$ cat src/rtl/mem_stage.sv
`default_nettype none
// ============================================================================
// Module   : mem_stage
// Brief    : RV32I memory stage. Issues data-memory requests, stalls upstream
//            while an access is outstanding, and fills the MEM/WB register.
// Revision : 1.0
// ============================================================================
module mem_stage #(
    parameter int WIDTH    = 32,
    parameter int ADDR_LEN = 32
) (
    input  logic                clk,
    input  logic                reset,
    input  logic                valid_i,
    input  logic [ADDR_LEN-1:0] pc_i,
    input  logic [WIDTH-1:0]    alu_out_i,
    input  logic [WIDTH-1:0]    rs2_data_i,
    input  logic [4:0]          rd_addr_i,
    input  logic                rf_w_en_i,
    input  logic [1:0]          wbsel_i,
    input  logic                mem_w_en_i,
    input  logic [2:0]          funct3_i,
    output logic                stall_o,
    output logic                dmem_req_valid,
    input  logic                dmem_req_ready,
    output logic                dmem_we,
    output logic [ADDR_LEN-1:0] dmem_addr,
    output logic [WIDTH-1:0]    dmem_wdata,
    output logic [3:0]          dmem_wstrb,
    input  logic                dmem_rsp_valid,
    input  logic [WIDTH-1:0]    dmem_rdata,
    output logic                valid_o,
    output logic [WIDTH-1:0]    wb_data_o,
    output logic [4:0]          rd_addr_o,
    output logic                rf_w_en_o,
    output logic                misalign_o
);

    typedef enum logic [1:0] {
        S_IDLE = 2'd0,
        S_REQ  = 2'd1,
        S_WAIT = 2'd2
    } state_t;

    state_t state_q, state_d;

    logic                w_mem_op;
    logic                w_misaligned;
    logic                w_issue;
    logic [ADDR_LEN-1:0] w_pc_plus4;
    logic [WIDTH-1:0]    w_alu_wb;
    logic [7:0]          w_byte;
    logic [15:0]         w_half;
    logic [WIDTH-1:0]    w_load_data;

    logic             valid_q, valid_d;
    logic [WIDTH-1:0] wb_data_q, wb_data_d;
    logic [4:0]       rd_addr_q, rd_addr_d;
    logic             rf_w_en_q, rf_w_en_d;
    logic             misalign_q, misalign_d;

    assign w_mem_op = valid_i & ((wbsel_i == 2'd1) | mem_w_en_i);

    always_comb begin
        w_misaligned = 1'b0;
        case (funct3_i[1:0])
            2'b01:   w_misaligned = alu_out_i[0];
            2'b10:   w_misaligned = (alu_out_i[1:0] != 2'b00);
            default: w_misaligned = 1'b0;
        endcase
    end

    assign w_issue = (state_q == S_IDLE) & w_mem_op & ~w_misaligned;

    always_comb begin
        state_d = state_q;
        case (state_q)
            S_IDLE:  if (w_issue) state_d = dmem_req_ready ? S_WAIT : S_REQ;
            S_REQ:   if (dmem_req_ready) state_d = S_WAIT;
            S_WAIT:  if (dmem_rsp_valid) state_d = S_IDLE;
            default: state_d = S_IDLE;
        endcase
    end

    always_ff @(posedge clk or posedge reset) begin
        if (reset) state_q <= S_IDLE;
        else       state_q <= state_d;
    end

    // Gated by reset so the handshake outputs are quiet while reset is held.
    assign dmem_req_valid = ~reset & (w_issue | (state_q == S_REQ));
    assign stall_o        = ~reset & (w_issue | (state_q == S_REQ) |
                                      ((state_q == S_WAIT) & ~dmem_rsp_valid));
    assign dmem_we        = dmem_req_valid & mem_w_en_i;
    assign dmem_addr      = {alu_out_i[ADDR_LEN-1:2], 2'b00};

    always_comb begin
        dmem_wdata = rs2_data_i;
        dmem_wstrb = 4'b1111;
        case (funct3_i[1:0])
            2'b00: begin
                dmem_wdata = {4{rs2_data_i[7:0]}};
                dmem_wstrb = 4'b0001 << alu_out_i[1:0];
            end
            2'b01: begin
                dmem_wdata = {2{rs2_data_i[15:0]}};
                dmem_wstrb = alu_out_i[1] ? 4'b1100 : 4'b0011;
            end
            default: ;
        endcase
    end

    always_comb begin
        w_byte = dmem_rdata[7:0];
        case (alu_out_i[1:0])
            2'b01:   w_byte = dmem_rdata[15:8];
            2'b10:   w_byte = dmem_rdata[23:16];
            2'b11:   w_byte = dmem_rdata[31:24];
            default: w_byte = dmem_rdata[7:0];
        endcase
        w_half = alu_out_i[1] ? dmem_rdata[31:16] : dmem_rdata[15:0];
        case (funct3_i)
            3'b000:  w_load_data = {{24{w_byte[7]}}, w_byte};
            3'b001:  w_load_data = {{16{w_half[15]}}, w_half};
            3'b100:  w_load_data = {24'd0, w_byte};
            3'b101:  w_load_data = {16'd0, w_half};
            default: w_load_data = dmem_rdata;
        endcase
    end

    assign w_pc_plus4 = pc_i + ADDR_LEN'(4);
    assign w_alu_wb   = (wbsel_i == 2'd2) ? WIDTH'(w_pc_plus4) : alu_out_i;

    always_comb begin
        valid_d    = 1'b0;
        wb_data_d  = wb_data_q;
        rd_addr_d  = rd_addr_q;
        rf_w_en_d  = 1'b0;
        misalign_d = 1'b0;
        if (state_q == S_IDLE && valid_i && !w_mem_op) begin
            valid_d   = 1'b1;
            wb_data_d = w_alu_wb;
            rd_addr_d = rd_addr_i;
            rf_w_en_d = rf_w_en_i;
        end else if (state_q == S_IDLE && w_mem_op && w_misaligned) begin
            valid_d    = 1'b1;
            rd_addr_d  = rd_addr_i;
            misalign_d = 1'b1;
        end else if (state_q == S_WAIT && dmem_rsp_valid) begin
            valid_d   = 1'b1;
            rd_addr_d = rd_addr_i;
            if (!mem_w_en_i) begin
                wb_data_d = w_load_data;
                rf_w_en_d = rf_w_en_i;
            end
        end
    end

    always_ff @(posedge clk or posedge reset) begin
        if (reset) begin
            valid_q    <= 1'b0;
            wb_data_q  <= '0;
            rd_addr_q  <= '0;
            rf_w_en_q  <= 1'b0;
            misalign_q <= 1'b0;
        end else begin
            valid_q    <= valid_d;
            wb_data_q  <= wb_data_d;
            rd_addr_q  <= rd_addr_d;
            rf_w_en_q  <= rf_w_en_d;
            misalign_q <= misalign_d;
        end
    end

    assign valid_o    = valid_q;
    assign wb_data_o  = wb_data_q;
    assign rd_addr_o  = rd_addr_q;
    assign rf_w_en_o  = rf_w_en_q;
    assign misalign_o = misalign_q;

endmodule
`default_nettype wire
$ cat config.mk
export PLATFORM = sky130hd
export DESIGN_NAME = mem_stage
export DESIGN_NICKNAME = d
export VERILOG_FILES = /design/src/rtl/mem_stage.sv
export SDC_FILE = /design/constraint.sdc
export NUM_CORES = 1
export LEC_CHECK = 0
export CAP_MARGIN = 20
export CORE_MARGIN = 1
export CORE_UTILIZATION = 38
export DETAILED_ROUTE_END_ITERATION = 7
export GPL_TIMING_DRIVEN = 0
export PLACE_DENSITY_LB_ADDON = 0.2
export SYNTH_ARGS = -nofsm -noshare
export SYNTH_HDL_FRONTEND = slang
export SYNTH_SLANG_ARGS = --single-unit
$ cat constraint.sdc
create_clock -name clk -period 3 [get_ports clk]
set_input_delay 0.6 -clock clk [delete_from_list [all_inputs] [get_ports clk]]
set_output_delay 0.6 -clock clk [all_outputs]
set_load 0.01 [all_outputs]
Run 1, a small window of the routed layout:
Window x 69 to 89, y 69 to 89 um. Cells in gray, sequential cells in the stronger gray; small squares are vias.
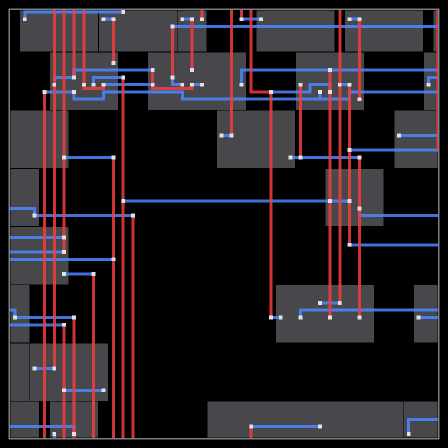
legend:
  metal 2:
    color: red
  metal 1:
    color: blue
most frequent: clkdlybuf4s50_1 (8), a22o_1 (2), a22oi_2 (2)
cells with their middle in the window: 17
sequential cells in the window: 0

Run 1, clock nets:
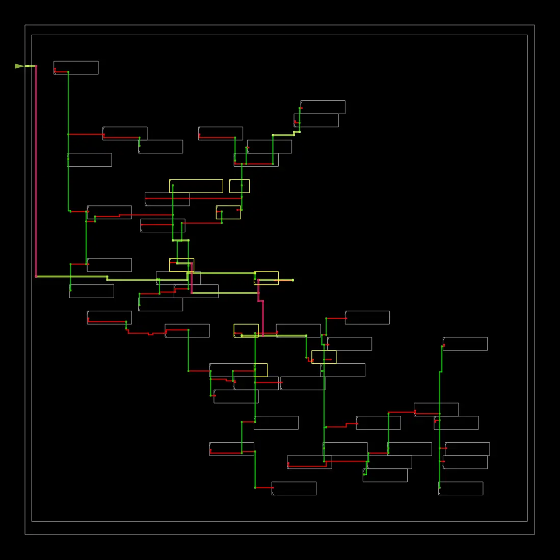
registers: 42
clock-net power: 0.000492 W

==> metrics.cfg, run 1 <==
[final_layout]
largestClassByArea = non-clock buffers
seq_area_mm2 = 0.00105
seq_share_pct = 14.9
area_growth_pct = 73.2
nFillCells = 922
nonClkBufAreaFrac_pct = 43.7
nNonClkBuffers = 329
nMultiInputCombCells = 404
final_net_count = 939
stdcell_count = 927

[cts]
numCtsBuffers = 5
cts.path.max_buffers = 2
cts_hold_buf = 0
clockRootBuffer = clkbuf_8
cts_tree = yes

[critical_path]
crit_buf_inv = 2
critPathMaxFanout = 5
worstRegToRegCells = 5
critPathRequiredTime_ns = 2.40
path_delay_family = buffers and inverters
cpMaxStageDelayCell = clkdlybuf4s50_1
end_kind = output pin
crit_chain = clkdlybuf4s50_1, nor2b_2, o21ai_0, nor2_1, o21ai_2, nor3b_1, clkdlybuf4s15_1
crit_path_start_kind = input port

[synth]
yosys-stat-area_mm2 = 0.00406
synth_warnings = 0
synth.most_common_cell = nand2_1
ys.flop_type = dfrtp_1
top_cell_area_share_pct = 25.9
ys_ff = 42
top_cells_by_count = 77 x nand2_1, 42 x dfrtp_1, 41 x buf_4, 38 x nor3_1, 34 x nor2_1
yosysSeqAreaShare_pct = 25.9
synth_cell_types = 64
synthArstFlopShare_pct = 100

[grt]
globalRouteMet1Util_pct = 35.4
use_met3_pct = 6.56
overflow = 0

[power_and_ir_drop]
max-vdd-ir-drop_mv = 0.290
p_leak_nw = 2.95
total_power_w = 0.00299
powerDensity_mw_per_mm2 = 425

[min_path]
hold_path_class = flip-flop to flip-flop
min_to = rd_addr_o[0]$_DFFE_PP0P_

[run]
openroad.warnings = 29
drv_cap = 0

[route]
detail_route.iter0.violations = 434
vias_per_cell = 5.60
first_pass_iters = 5
dr_wl_met2_um = 8790
wl_met1_um = 6620
drcViolationCount = 0

[placement]
portBuffers = 253
dpl.cell_count = 920

[floorplan]
taps = 136
dieArea_mm2 = 0.0111
coreArea_mm2 = 0.0103
fp_util_pct = 39.4
die_h_um = 105
die_w_um = 105
pin_count = 256
fp-row-count = 37

[timing]
hold_viol = 0
worst_pin_slew_ns = 0.928
final_max_slew_viol_count = 0
slew_headroom_pct = 38.0

[run_status]
outcome = finished, final reports clean

Run 1, the metal 2 layer:
Scale: 4 px per um.
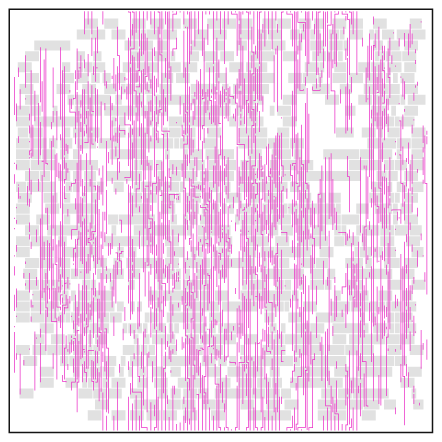
longest straight run: 70.2 um
main direction: vertical
wire length on this layer: 8790 um
share of all routed wire: 50%
nets with wire on the layer: 848
WL final: 17500 um
DR vias: 5193
met2 usage: 54.0%

-- run 1: report_power, final --
| group | internal [W] | switching, W |
|---|---|---|
| clock | 0.000254 | 0.000238 |
| sequential | 0.000763 | 0.000124 |
| combinational | 0.000925 | 0.000685 |
| total | 0.00194 | 0.00105 |
-- run 1: worst max-delay path by stage --
stage | endpoint | slack [ns] | cells after the start
after floorplan | dmem_wdata[18] | 0.25 | 8
after global placement | dmem_wdata[27] | -1.36 | 10
after detailed placement | dmem_wdata[28] | -1.39 | 10
after CTS | dmem_wdata[30] | -0.003 | 9
after global routing | dmem_we | 0.02 | 7
final | dmem_we | 0.14 | 7
-- run 1: logic make-up after synthesis --
kind of cell | after synthesis | synth area share [%]
AND/OR/NAND/NOR | 227 | 28.1
AND-OR/OR-AND | 124 | 21.2
buffers and inverters | 85 | 12.3
flip-flops | 42 | 25.9
XOR/XNOR | 27 | 5.82
multiplexers | 20 | 5.48
adder cells (fa/ha/maj) | 4 | 1.23
other | 1 | 0.0923
-- run 1: sequential cells by signal, indices dropped and copies added, names as in the netlist --
name / flops
rf_w_en_o: 1
misalign_o: 1
rd_addr_o: 5
valid_o: 1
wb_data_o: 32
state_q: 2
-- run 1: metrics by stage --
stage          hold slack, ns  cell area, um2  utilization (%)  setup slack [ns]
5_1_grt                 0.532            7040             68.2            0.0187
4_1_cts                 0.525            7010             67.9          -0.00254
3_5_place_dp            0.501            6770             65.6             -1.39
2_1_floorplan           0.504            4070                -             0.247
3_3_place_gp            0.492            6770             65.6             -1.36
6_report                0.522            7040             68.2             0.140
-- run 1: what timing repair did --
item | CTS | global route
gates resized | 75 | 12
buffers inserted | 1 | 0
pin swaps | 2 | 2
endpoints found under the setup margin | 31 | 26
==> run 2, diff against run 1 <==
--- a/config.mk
+++ b/config.mk
@@ -5,12 +5,12 @@
 export SDC_FILE = /design/constraint.sdc
 export NUM_CORES = 1
 export LEC_CHECK = 0
-export CAP_MARGIN = 20
+export CAP_MARGIN = 15
 export CORE_MARGIN = 1
 export CORE_UTILIZATION = 38
 export DETAILED_ROUTE_END_ITERATION = 7
-export GPL_TIMING_DRIVEN = 0
 export PLACE_DENSITY_LB_ADDON = 0.2
+export SKIP_LAST_GASP = 1
 export SYNTH_ARGS = -nofsm -noshare
 export SYNTH_HDL_FRONTEND = slang
 export SYNTH_SLANG_ARGS = --single-unit
Run 2, wiring by layer:
Scale: 6 px per um. Two of the layers only.
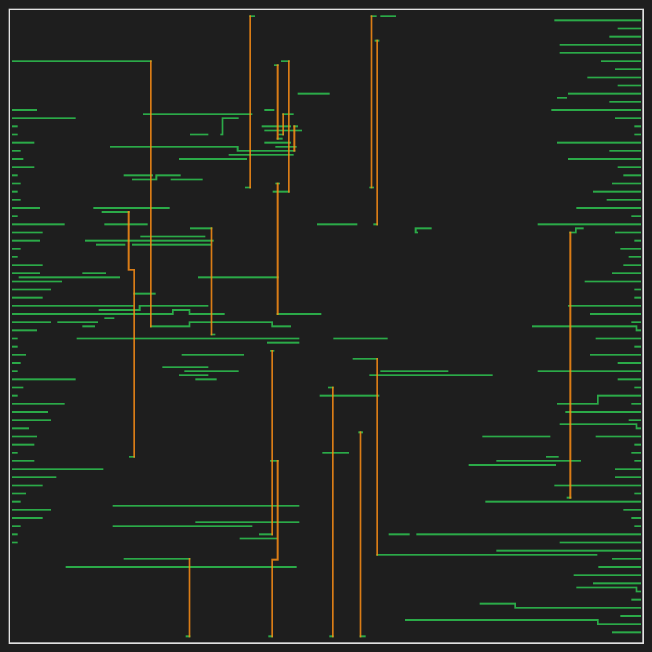
legend:
  metal 4:
    color: orange
    wire_length: 481 um
  metal 3:
    color: green
    wire_length: 1540 um

==> run 2 against run 1 <==
  * Sequential cell count unchanged
  * Setup slack got worse by 0.079 ns
  * Synthesized cell count did not move
  * Utilization fell by 2.8 points
  * Synthesized area is the same
  * Total power decreased by 1.6%
  * Die area unchanged
  * Via count down 4.4%
  * Hold slack got worse by 0.0073 ns
  * Clock skew rose by 0.0019 ns
  * First-iteration DRC count shrank 9.4%
  * Largest power group unchanged
==> metrics.cfg, run 2 <==
[cts]
clockRootBuffer = clkbuf_8
cts.path.max_buffers = 2  ; unchanged
numCtsBuffers = 5  ; unchanged
cts_setup_buffers = 0  ; -1
cts_tree = yes

[route]
detail_route.iter0.violations = 393  ; -9.4%
wirelength_um = 16700  ; -4.7%
vias_per_cell = 5.61  ; +0.11%
first_pass_iters = 5  ; unchanged
drcViolationCount = 0  ; unchanged
vias = 4963  ; -4.4%

[floorplan]
fp_util_pct = 39.4  ; unchanged
dieArea_mm2 = 0.0111  ; unchanged
coreArea_mm2 = 0.0103  ; unchanged
die_w_um = 105  ; unchanged
die_h_um = 105  ; unchanged
pin_count = 256  ; unchanged
fp-row-count = 37  ; unchanged

[critical_path]
worstRegToRegCells = 6  ; +1
critPathMaxFanout = 10  ; +5
r2r_end = wb_data_o[27]$_DFFE_PP0P_
crit_path_start_kind = input port
end_kind = output pin
r2r_slack_ns = 0.83
critPathRequiredTime_ns = 2.40  ; about the same

[placement]
post-place-ws_ns = -0.289  ; +1.10 ns
dpl.cell_count = 877  ; -4.7%
placed_area_mm2 = 0.00661  ; -2.4%
portBuffers = 253  ; unchanged

[synth]
yosys-stat-area_mm2 = 0.00406  ; unchanged
ys_ff = 42  ; unchanged
top_cells_by_count = 77 x nand2_1, 42 x dfrtp_1, 41 x buf_4, 38 x nor3_1, 34 x nor2_1
synthArstFlopShare_pct = 100  ; unchanged
largest_area_cell = dfrtp_1
top_cell_area_share_pct = 25.9  ; unchanged
synth.most_common_cell = nand2_1
ys.flop_type = dfrtp_1
yosysSeqAreaShare_pct = 25.9  ; unchanged
synth_cell_types = 64  ; unchanged
edf_count = 0
synth_warnings = 0  ; unchanged

[final_layout]
drive_gt1_share_pct = 9.61
fin_util_pct = 65.4  ; -2.8 points
final_net_count = 897  ; -4.5%
insertedDiodeCount = 0
largest_reg_flops = 32  ; unchanged
area_growth_pct = 66.0
stdcell_count = 885  ; -4.5%
post-route-cell-area_mm2 = 0.00675  ; -4.1%

[power_and_ir_drop]
total_power_w = 0.00294  ; -1.6%
powerDensity_mw_per_mm2 = 436  ; +2.6%
max-vdd-ir-drop_mv = 0.277  ; -4.4%
p_leak_nw = 2.86  ; -3.2%

[min_path]
hold_path_class = flip-flop to flip-flop
min_to = rd_addr_o[0]$_DFFE_PP0P_

[timing]
worst_slack_ns = 0.0607  ; -0.0789 ns
final_max_slew_viol_count = 0  ; unchanged
worst_pin_slew_ns = 0.606  ; -0.322 ns
hold_viol = 0  ; unchanged
whs_ns = 0.515  ; -0.00729 ns
slew_headroom_pct = 59.3  ; +21 points

[run]
openroad.warnings = 29  ; unchanged
drv_cap = 0  ; unchanged

[run_status]
outcome = finished, final reports clean

[grt]
overflow = 0  ; unchanged

Run 2, clock nets:
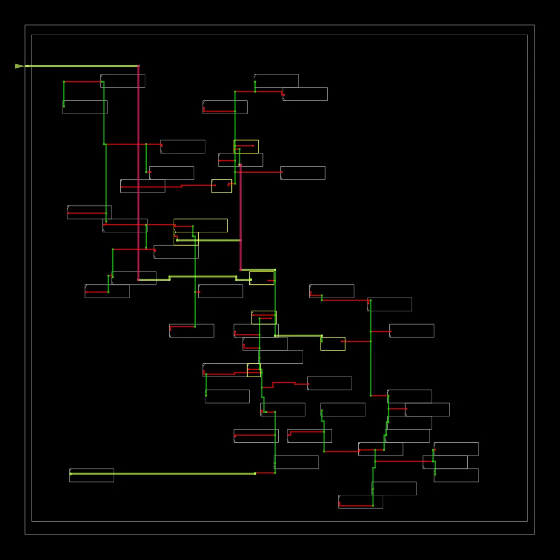
CTS Sinks: 42
CLK BUF: 5

==> run 2: cell counts after synthesis <==
No cell type changed its count.
==> run 2: worst max-delay path: stages <==
cell	delay [ns]
clkdlybuf4s50_1	0.44
ha_1	0.24
buf_4	0.16
or2_2	0.33
buf_6	0.16
nand2_1	0.08
nand2_1	0.05
dlygate4sd2_1	0.27
==> run 2: repair_timing <==
item	CTS	global route
gates resized	27	23
setup endpoints to repair	31	23
hold buffers	0	0
==> run 2: worst max-delay path by stage <==
stage,from,end
2_1_floorplan,funct3_i[1],dmem_wdata[18]
3_3_place_gp,wbsel_i[0],dmem_we
3_5_place_dp,wbsel_i[0],dmem_we
4_1_cts,funct3_i[1],dmem_wdata[26]
5_1_grt,funct3_i[0],dmem_req_valid
6_report,funct3_i[0],dmem_wdata[18]
==> run 2: cell type report <==
cell class / count / area, um2
timing repair buffer: 287 / 2820
multi-input combinational: 404 / 2550
tap: 136 / 170
sequential: 42 / 1050
fill: 907 / 3580
inverter: 8 / 30.0
clock buffer: 5 / 68.8
clock inverter: 3 / 48.8
==> run 2: logic make-up after synthesis <==
family                     count (synthesis)  synth area share (%)
adders and majority gates                  4                  1.23
AOI/OAI and AO/OA                        124                  21.2
other                                      1                0.0923
xor gates and xnor gates                  27                  5.82
DFF                                       42                  25.9
buffers and inverters                     85                  12.3
muxes                                     20                  5.48
and+or+nand+nor                          227                  28.1
==> run 2: report_power, final <==
group | internal, W | switching [W]
Sequential | 0.000763 | 0.000131
Clock | 0.000254 | 0.000238
Combinational | 0.000899 | 0.000654
Total | 0.00192 | 0.00102
==> run 2: metal layers <==
layer  vias to the layer above  GRT usage [%]  part of all wire, %
met4                         0           9.66                  2.9
met2                       283           52.0                   50
met1                      2328           35.7                   38
met5                         -              0                    0
met3                        38           6.43                  9.2
li1                       2314              -                    -
==> run 3, diff against run 2 <==
--- a/config.mk
+++ b/config.mk
@@ -6,9 +6,12 @@
 export NUM_CORES = 1
 export LEC_CHECK = 0
 export CAP_MARGIN = 15
+export CELL_PAD_IN_SITES_DETAIL_PLACEMENT = 2
+export CELL_PAD_IN_SITES_GLOBAL_PLACEMENT = 2
 export CORE_MARGIN = 1
-export CORE_UTILIZATION = 38
+export CORE_UTILIZATION = 19
 export DETAILED_ROUTE_END_ITERATION = 7
+export GPL_TIMING_DRIVEN = 0
 export PLACE_DENSITY_LB_ADDON = 0.2
 export SKIP_LAST_GASP = 1
 export SYNTH_ARGS = -nofsm -noshare
==> constraint.sdc (replaced) <==
create_clock -name clk -period 3 [get_ports clk]
set_input_delay 0.75 -clock clk [delete_from_list [all_inputs] [get_ports clk]]
set_output_delay 0.75 -clock clk [all_outputs]
set_load 0.01 [all_outputs]
Run 3, clock nets:
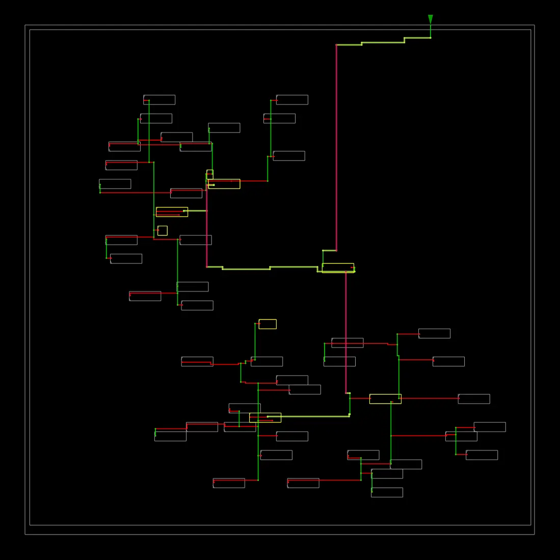
CLK BUF: 6
Num CTS Buffers: 5
clock-net power: 0.000601 W
clk_lat worst skew: 0.30 ns
Worst Skew: 0.00378 ns

Run 3, wiring by layer:
Scale: 4 px per um. Two of the layers only.
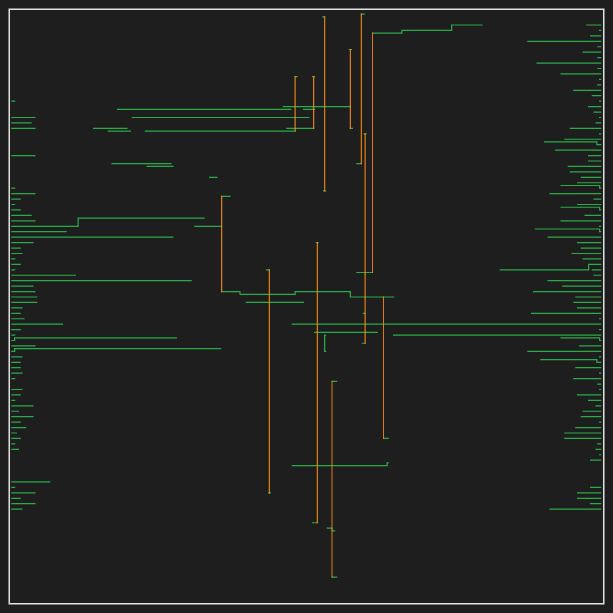
DR vias: 5124
global-route usage over all layers: 20.1%
WL final: 22200 um

==> run 3 against run 2 <==
  * Utilization shrank 30 points
  * Hold slack lost 0.0032 ns
  * Critical endpoint is now dmem_wdata[8]
  * Critical path type unchanged
  * Wire length is 33% higher
==> metrics.cfg, run 3 <==
[run_status]
outcome = finished, final reports clean

[route]
drcViolationCount = 0  ; unchanged
vias_per_cell = 4.75  ; -15%
first_pass_iters = 4  ; -1

[critical_path]
worstRegToRegCells = 7  ; +1
crit_start = funct3_i[0]
crit_path_start_kind = input port
crit_chain = clkdlybuf4s15_2, inv_2, ha_4, clkbuf_16, clkbuf_16, buf_6, a22o_1, dlygate4sd2_1
path_delay_family = buffers and inverters
end_kind = output pin
critical_path_depth = 8  ; unchanged
cpMostUsedCell = clkbuf_16
r2r_slack_ns = 0.68  ; -0.15 ns
cpMaxStageDelayCell = dlygate4sd2_1
endpoint = dmem_wdata[8]
critPathMaxFanout = 10  ; unchanged
slowest_delay_ns = 0.28  ; -0.16 ns
crit_buf_inv = 6  ; +2

[synth]
adder_share_pct = 1.23  ; unchanged
top_cells_by_count = 77 x nand2_1, 42 x dfrtp_1, 41 x buf_4, 38 x nor3_1, 34 x nor2_1
logic_family = simple AND/OR/NAND/NOR gates
synth_simple_gate_area_share_pct = 28.1  ; unchanged
synth.most_common_cell = nand2_1
largest_area_cell = dfrtp_1
ys_sh_aoi_pct = 21.2  ; unchanged
ys.flop_type = dfrtp_1
yosys-stat-area_mm2 = 0.00406  ; unchanged
yosysSeqAreaShare_pct = 25.9  ; unchanged
top_cell_area_share_pct = 25.9  ; unchanged
synthArstFlopShare_pct = 100  ; unchanged
xor_share_pct = 5.82  ; unchanged
muxShareOfSynthArea_pct = 5.48  ; unchanged
edf_count = 0  ; unchanged
synth_cell_types = 64  ; unchanged

[cts]
cts_setup_buffers = 8  ; +8
ctsResizeCount = 111  ; +310%
cts_tree = yes
cts.path.max_buffers = 2  ; unchanged
clockRootBuffer = clkbuf_16
clkSinkCount = 42  ; unchanged
cts_hold_buf = 0  ; unchanged

[grt]
gr-max-usage-layer = met2
globalRouteMet1Util_pct = 24.5  ; -11 points
use_met3_pct = 4.05  ; -2.4 points
globalRouteMet2Util_pct = 35.5  ; -17 points
overflow = 0  ; unchanged
grt_max_degree = 35

[power_and_ir_drop]
p_leak_nw = 3.03  ; +6.1%
powerDensity_mw_per_mm2 = 428  ; -1.7%
max-vdd-ir-drop_mv = 0.215  ; -22%

[timing]
hold_viol = 0  ; unchanged
worst_pin_slew_ns = 0.720  ; +0.114 ns
final_max_slew_viol_count = 0  ; unchanged
slew_headroom_pct = 51.8  ; -7.5 points

[final_layout]
post-route-cell-area_mm2 = 0.00739  ; +9.5%
fin_util_pct = 35.2  ; -30 points
seq_area_mm2 = 0.00105  ; unchanged
comb_area_mm2 = 0.00262  ; +2.6%
nFillCells = 2397  ; +160%
largest_reg_flops = 32  ; unchanged
drive_gt1_share_pct = 17.0  ; +7.3 points

[floorplan]
die_h_um = 148  ; +41%
dieArea_mm2 = 0.0220  ; +98%
die_w_um = 148  ; +41%
fp_util_pct = 19.3  ; -20 points
coreArea_mm2 = 0.0210  ; +100%
fp-row-count = 53  ; +43%

[run]
openroad.warnings = 30  ; +3.4%
drv_cap = 0  ; unchanged

[placement]
portBuffers = 253  ; unchanged
placed_area_mm2 = 0.00697  ; +5.5%

run 3: layout make-up:
cell class                 count  area share [%]
multi-input combinational    404            35.5
timing repair buffer         265            34.7
sequential                    42            14.2
buffer                        75            8.43
tap                          275            4.65
clock buffer                   6            1.88
inverter                       8           0.406
clock inverter                 2           0.169
antenna                        1          0.0339
run 3: through the flow:
stage / hold slack, ns / power [W] / cells / setup slack [ns] / setup TNS, ns
3_3_place_gp: 0.487 / 0.00249 / 1059 / -1.64 / -44.97
5_1_grt: 0.527 / 0.00334 / 1077 / -0.0555 / -0.0615
3_5_place_dp: 0.499 / 0.00255 / 1060 / -1.74 / -49.94
2_1_floorplan: 0.504 / 0.00156 / 531 / 0.0367 / 0
6_report: 0.512 / 0.00316 / 1078 / 0.0480 / 0
4_1_cts: 0.515 / 0.00319 / 1074 / -0.0433 / -0.0594
run 3: power breakdown:
group	internal, W	switching (W)	total [W]
registers	0.000765	0.000129	0.000894
clock network	0.000331	0.000270	0.000601
logic	0.000946	0.000723	0.00167
run 3: layer usage:
layer,routed length (um),vias to the layer above
met5,0,-
li1,-,2408
met3,1410,27
met4,473,0
met1,9350,2490
met2,11000,199
run 3: worst min path at each step:
stage	startpoint	to	cells past startpoint
final	rd_addr_o[4]$_DFFE_PP0P_	rd_addr_o[4]$_DFFE_PP0P_	1
after global routing	rd_addr_o[4]$_DFFE_PP0P_	rd_addr_o[4]$_DFFE_PP0P_	1
after CTS	rd_addr_o[4]$_DFFE_PP0P_	rd_addr_o[4]$_DFFE_PP0P_	1
after detailed placement	rd_addr_o[4]$_DFFE_PP0P_	rd_addr_o[4]$_DFFE_PP0P_	1
after global placement	rd_addr_o[4]$_DFFE_PP0P_	rd_addr_o[4]$_DFFE_PP0P_	1
after floorplan	state_q[0]$_DFFE_PP0P_	misalign_o$_DFF_PP0_	1
No activity file was given, so power comes from the tool's default toggle rates.
